==> config.mk <==
export PLATFORM = sky130hd
export DESIGN_NAME = mem_op_sequencer_flat
export DESIGN_NICKNAME = d
export VERILOG_FILES = /design/src/rtl/mem_seq_pkg.sv /design/src/rtl/mem_op_sequencer_if.sv /design/src/rtl/mem_seq_decode.sv /design/src/rtl/mem_op_sequencer.sv /design/src/flat_wrapper.sv
export SDC_FILE = /design/constraint.sdc
export NUM_CORES = 1
export LEC_CHECK = 0
export ABC_AREA = 1
export CORE_AREA = 5 5 66 68
export DETAILED_ROUTE_END_ITERATION = 8
export DIE_AREA = 0 0 71 73
export PLACE_DENSITY = 0.74
export SLEW_MARGIN = 20
export SYNTH_ARGS = -nofsm -noshare
export SYNTH_HDL_FRONTEND = slang
export SYNTH_SLANG_ARGS = --single-unit
==> constraint.sdc <==
create_clock -name clk -period 6.3 [get_ports clk]
set_input_delay 1.26 -clock clk [delete_from_list [all_inputs] [get_ports clk]]
set_output_delay 1.26 -clock clk [all_outputs]
set_load 0.01 [all_outputs]
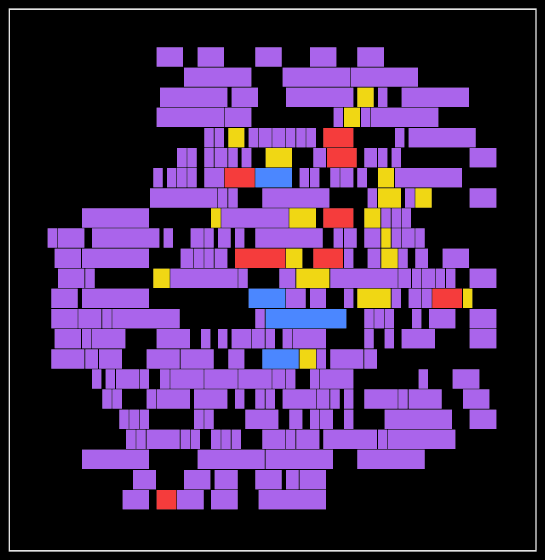
**Above:** run 1 (cells by drive strength).
drive 6 and up -> blue  # cells 4, most used clkbuf_8
drive 3 to 4 -> red  # cells 8, most used nand2_4
drive 1 or less -> purple  # cells 213, most used nand2_1
drive 2 -> yellow  # cells 18, most used nor2_2
non-clock buffer count: 30
P&R area growth vs syn: 23.60%
final setup margin: 2.766 ns
design area: 2202 um2

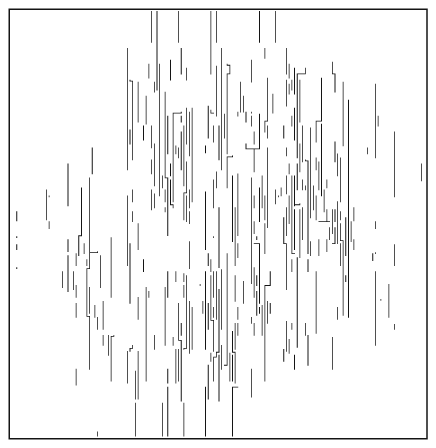
**Above:** run 1 (the metal 2 layer).
nets with wire on the layer = 214
main direction = vertical
longest straight run = 37.1 um
wire length on this layer = 1540 um
final wirelength: 3409 um
routed vias: 1347

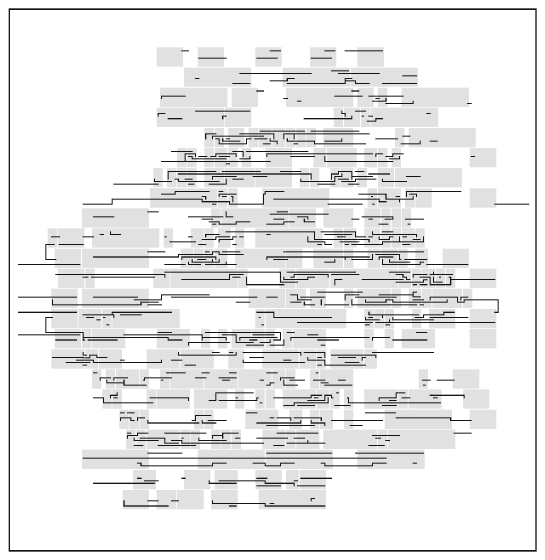
**Above:** run 1 (metal 1).
Cells faint in the background.
share of all routed wire = 49%
longest straight run = 40.9 um
wire length on this layer = 1670 um
nets with wire on the layer = 241
main direction = horizontal
met1 Use GR: 20.59%

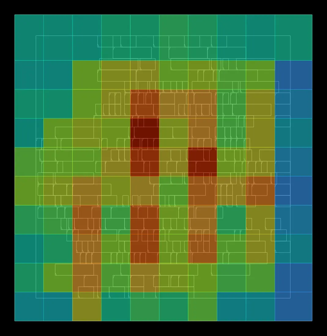
**Above:** run 1 (routing congestion).
GRT Total Usage: 15.02%
GRT Max-Usage Layer: met2

==> run notes, run 1 <==
yosys + openroad results -> tool warnings=33, Post-CTS Setup Inserts=0, Chip Area, Yosys=1782 um2, Late-Pin Clk Latency=0.27 ns, Crit path top cell by count=nand2_1, most frequent cell after synthesis=nand2_1, HP Class=flip-flop to flip-flop, synth cell count leaders=nand2_1 (41), inv_1 (39), dfrtp_1 (28), ha_1 (19), nor2_1 (17), row cnt=23, Internal=649.3 uW, largest area contributor in the netlist=dfrtp_1, Tap Count=50, critical path arrival=3.75 ns, routed wl met2=1543 um, Net Sw Power=between 400 and 500 uW, WHS=0.5327 ns, register share of total power=between 20% and 30%, Crit-path slowest cell=clkdlybuf4s50_1, Diodes inserted=0, cell area after synthesis=approximately 1800 um2, share of cells above drive strength 1=12.35%, EDFF count, synth=0, Final setup viols=0, Synth flops=28, CP max stage delay=0.49 ns, Clock Buffer Count=3, CTS tree=done, Vias/cell=approximately 4.6, worst-margin pin slew=around 0.45 ns, CP endpoint kind=flip-flop, met3 Use GR=1.653%, flop count=28, drt first pass iters=4, crit path cell chain=clkdlybuf4s50_1 > nor2_2 > nand3_1 > nand2_1 > inv_1 > ha_1 > nand3_1 > nor2_1 > nand2_1 > nand2_2 > nand4_2 > nand2_1 > nand2_4 > nor2_4 > nand3_2 > nand2_1, Rel. slew slack=69.47%, FMAX=0.2830 GHz, P_seq=317 uW, final worst path period share=56.10%, Max FO, Critical Path=11, cts repair resizes=0, Die Wd=71 um, vias in the first global route=1414, core area=3799 um2, pin count of the biggest net entering global routing=29, grt ovf=0, startpoint types=input pin, DP Cell Count=289, dpl hpwl=2764 um, cells after synthesis=210, flop-to-flop setup slack=approximately 3.9 ns, Crit. path cell count=16, fill cell count=between 300 and 400, worst vdd ir=just under 0.0003 V, post-route non-filler standard cell count=slightly below 300, max reg flops=9, P_comb=679 uW, status=finished clean, pre-CTS setup slack=2.530 ns, Final TNS setup=0 ns, top_reg_cell synth=dfrtp_1, Top logic family=simple AND/OR/NAND/NOR gates, Area leader share=39.33%, Bufs and invs on worst path=2, Top pwr grp=combinational cells, Sw Share=42.81%, logic share of the area=between 40 and 50%, port bufs=29, min Tclk post-route=3.534 ns, Ys Warns=0, register area=700.7 um2, most numerous logic cell after layout=nand2_1, root buffer cell=clkbuf_8, Compound Share, Synth=under 10%, Clk pwr share=12.3%, H-tree Lvls=1, Multi-In Gates=139, gp weighted congestion=0.8604, Floorplan Nets=237, Logic pwr share=59.8%, Cell Type Count=29, met1 WL=1671 um, Initial Util=46.90%, Required @ worst endpoint=6.52 ns, fin util=57.97%, clock sink total=28, Logic area=912.1 um2, top cell family by delay on the critical path=simple AND/OR/NAND/NOR gates, met2 usage=24.10%, first-pass GRT wire length=6251 um, inverters=around 42, top sig layer=met4, XOR/XNOR Area Share=between 3 and 4%, Synth Seq Share=39.33%, # IOs=30, Num CTS Buffers=3, DR WL met3=between 100 and 150 um, Area after DPL=roughly 2100 um2, Non-clock buffering overhead=13.52%, ClkCell Share=3.239%, flop share of the area=31.82%, Max Buffers Root-to-Sink=2, die area=between 5000 and 6000 um2, DRT iter0 DRCs=about 88, DRT antenna net count=0, leakage power=1.156 nW, top logic cells by instance count in the layout=nand2_1 (41), inv_1 (39), clkdlybuf4s50_1 (29), Max-area cell class=combinational gates, die height=approximately 73 um, Post-Syn Area per Cell=8.484 um2, Final Max Slew Viols=0, hold buffers post-CTS=0, Mux area share=0%, Power Density=515.5 nW/um2, Top area cell types=dfrtp_1 (39%), ha_1 (13%), nand2_1 (8.6%), inv_1 (8.2%), nor2_1 (3.6%), Hold Path Depth=2, final-report hold violation count=0, Basic Gates by Area=26.54%, clk_skew=0.001487 ns, clock-pin transition on the worst setup and hold timing paths=0.09 ns, Routed WL per cell=between 10 and 15 um, WS Path Type=input pin to flip-flop, reported max-cap violation count=0, asr flop ratio synth=100.0%, worst reg2reg path depth=14, total power=1.135 mW, unrepaired setup endpoints after global routing=false, Clk. pwr=140 uW
**Run 1: cell area per tile**

The bar under the picture is 20 um long. The die is cut into 7 by 7 equal tiles; dark blue is low, red is high, 0 to 100% covered.
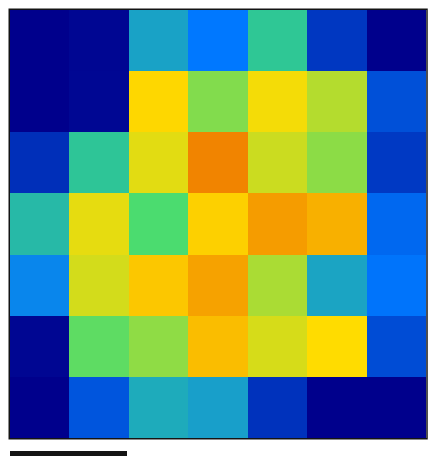

==> run 2: changes to the inputs <==
Clock period 6.3 ns to 3.4 ns, I/O delays scaled along.
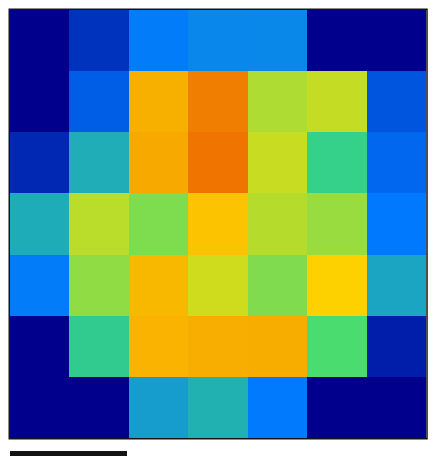
**Above:** run 2 (cell area per tile).
The bar under the picture is 20 um long. The die is cut into 7 by 7 equal tiles; dark blue is low, red is high, 0 to 100% covered.
densest ninth of the die = middle
tiles over 75% full = 20%
mean over tiles = 41%
nearly empty tiles = 18%
emptiest ninth of the die = top left
fullest tile = 87%
core area: 3799 um2
fin util: 57.97%
Initial Util: 46.90%

==> run notes, run 2 <==
yosys + openroad results -> Post-Syn Area per Cell=8.484 um2 (unchanged), Mux area share=0% (unchanged), Max FO, Critical Path=11 (unchanged), # IOs=30 (unchanged), unrepaired setup endpoints after global routing=false, EDFF count, synth=0 (unchanged), Top logic family=simple AND/OR/NAND/NOR gates, asr flop ratio synth=100.0% (unchanged), final-report hold violation count=0 (unchanged), Num CTS Buffers=3 (unchanged), row cnt=23 (unchanged), gp weighted congestion=0.8775 (+2.0%), logic share of the area=41.42% (unchanged), top_reg_cell synth=dfrtp_1, clk_skew=0.003319 ns (+0.001832 ns), most frequent cell after synthesis=nand2_1, vias in the first global route=1368 (-3.3%), Vias/cell=4.683 (+1.9%), Max-area cell class=combinational gates, Clk. pwr=262 uW (+87%), Logic area=912.1 um2 (unchanged), Area leader share=39.33% (unchanged), synth cell count leaders=nand2_1 (41), inv_1 (39), dfrtp_1 (28), ha_1 (19), nor2_1 (17), startpoint types=input pin, Rel. slew slack=70.53% (+1.1 points), Final setup viols=0 (unchanged), leakage power=1.156 nW (unchanged), Final TNS setup=0 ns (unchanged), flop count=28 (unchanged), CP max stage delay=0.50 ns (about the same), HP Class=flip-flop to flip-flop, Diodes inserted=0 (unchanged), cts repair resizes=0 (unchanged), grt ovf=0 (unchanged), Routed WL per cell=11.55 um (-0.70%), post-route non-filler standard cell count=293 (unchanged), Basic Gates by Area=26.54% (unchanged), die area=5183 um2 (unchanged), Synth Seq Share=39.33% (unchanged), Clock Buffer Count=3 (unchanged), Top area cell types=dfrtp_1 (39%), ha_1 (13%), nand2_1 (8.6%), inv_1 (8.2%), nor2_1 (3.6%), register share of total power=27.9% (about the same), Final Max Slew Viols=0 (unchanged), Tap Count=50 (unchanged), most numerous logic cell after layout=nand2_1, Crit path top cell by count=nand2_1, pre-CTS setup slack=0.2122 ns (-2.318 ns), Crit. path cell count=16 (unchanged), Nets=271, Top pwr grp=combinational cells, FMAX=between 0.3 and 0.4 GHz, max reg flops=9 (unchanged), met1 WL=1669 um (-0.12%), worst vdd ir=0.0004704 V (+60%), tool warnings=33 (unchanged), flop-to-flop setup slack=1.03 ns (-2.91 ns), met3 Use GR=1.653% (unchanged), Cell Type Count=29 (unchanged), fill cell count=348 (+5.5%), Net Sw Power=904.7 uW (+86%), share of cells above drive strength 1=12.35% (unchanged), inverters=42 (unchanged), H-tree Lvls=1 (unchanged), WHS=0.5272 ns (-0.005551 ns), final setup margin=0.4831 ns (-2.283 ns), P_seq=588 uW (+85%), DR WL met3=152 um (+41%), clock sink total=28 (unchanged), worst reg2reg path depth=14 (unchanged), GRT Max-Usage Layer=met2, P&R area growth vs syn=23.60% (unchanged), first-pass GRT wire length=6037 um (-3.4%), worst-margin pin slew=0.4387 ns (-0.01442 ns), DRT antenna net count=0 (unchanged), Area after DPL=2131 um2 (unchanged), Post-CTS Setup Inserts=0 (unchanged), CTS tree=done, Chip Area, Yosys=1782 um2 (unchanged), root buffer cell=clkbuf_8, crit path cell chain=clkdlybuf4s50_1 > nor2_2 > nand3_1 > nand2_1 > inv_1 > ha_1 > nand3_1 > nor2_1 > nand2_1 > nand2_2 > nand4_2 > nand2_1 > nand2_4 > nor2_4 > nand3_1 > nand2_1, P_comb=1.26 mW (+86%), flop share of the area=31.82% (unchanged), Max Buffers Root-to-Sink=2 (unchanged), ClkCell Share=3.239% (unchanged), port bufs=29 (unchanged), Bufs and invs on worst path=2 (unchanged), yosys cell count=~210, clock-pin transition on the worst setup and hold timing paths=0.09 ns (about the same), reported max-cap violation count=0 (unchanged), Crit-path slowest cell=clkdlybuf4s50_1, total power=2.108 mW (+86%), Clk pwr share=12.4% (about the same), final worst path period share=85.79%, Ys Warns=0 (unchanged), routed wl met2=1504 um (-2.5%), non-clock buffer count=30 (unchanged), Die Wd=71 um (unchanged), pin count of the biggest net entering global routing=29 (unchanged), cell area after synthesis=1782 um2 (unchanged), WS Path Type=input pin to flip-flop, register area=700.7 um2 (unchanged), DP Cell Count=289 (unchanged), Compound Share, Synth=6.742% (unchanged), min Tclk post-route=roughly 2.9 ns, hold buffers post-CTS=0 (unchanged), Floorplan Nets=237 (unchanged), Non-clock buffering overhead=13.52% (unchanged), design area=2202 um2 (unchanged), CP endpoint kind=flip-flop, GRT Total Usage=14.44% (-0.57 points), Hold Path Depth=2 (unchanged), met2 usage=23.48% (-0.62 points), XOR/XNOR Area Share=3.441% (unchanged), top logic cells by instance count in the layout=nand2_1 (41), inv_1 (39), clkdlybuf4s50_1 (29), largest area contributor in the netlist=dfrtp_1, dpl hpwl=2695 um (-2.5%), top cell family by delay on the critical path=simple AND/OR/NAND/NOR gates, die height=73 um (unchanged), Sw Share=42.92% (+0.12 points), drt first pass iters=4 (unchanged), Synth flops=28 (unchanged), Late-Pin Clk Latency=0.28 ns (about the same), DRT iter0 DRCs=57 (-35%), Synth Area in Adders=14.47%, Logic pwr share=59.7% (about the same), initial antenna violation count=0, status=finished clean, Required @ worst endpoint=3.62 ns (-2.90 ns), Internal=1.203 mW (+85%), Power Density=957.2 nW/um2 (+86%), cells after synthesis=210 (unchanged), critical path arrival=3.14 ns (-0.61 ns), top sig layer=met4, Multi-In Gates=139 (unchanged)
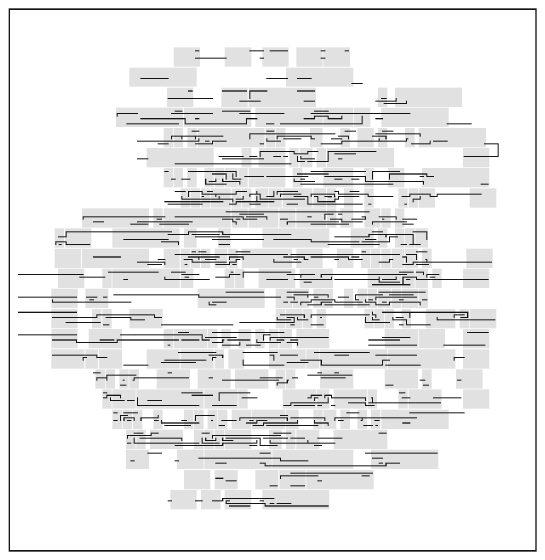
**Above:** run 2 (metal 1).
Cells faint in the background.
longest straight run = 19.3 um
share of all routed wire = 49%
main direction = horizontal
routed vias: 1372
met1 Use GR: 19.76%
final wirelength: 3385 um

Power and IR drop assume default switching activity.
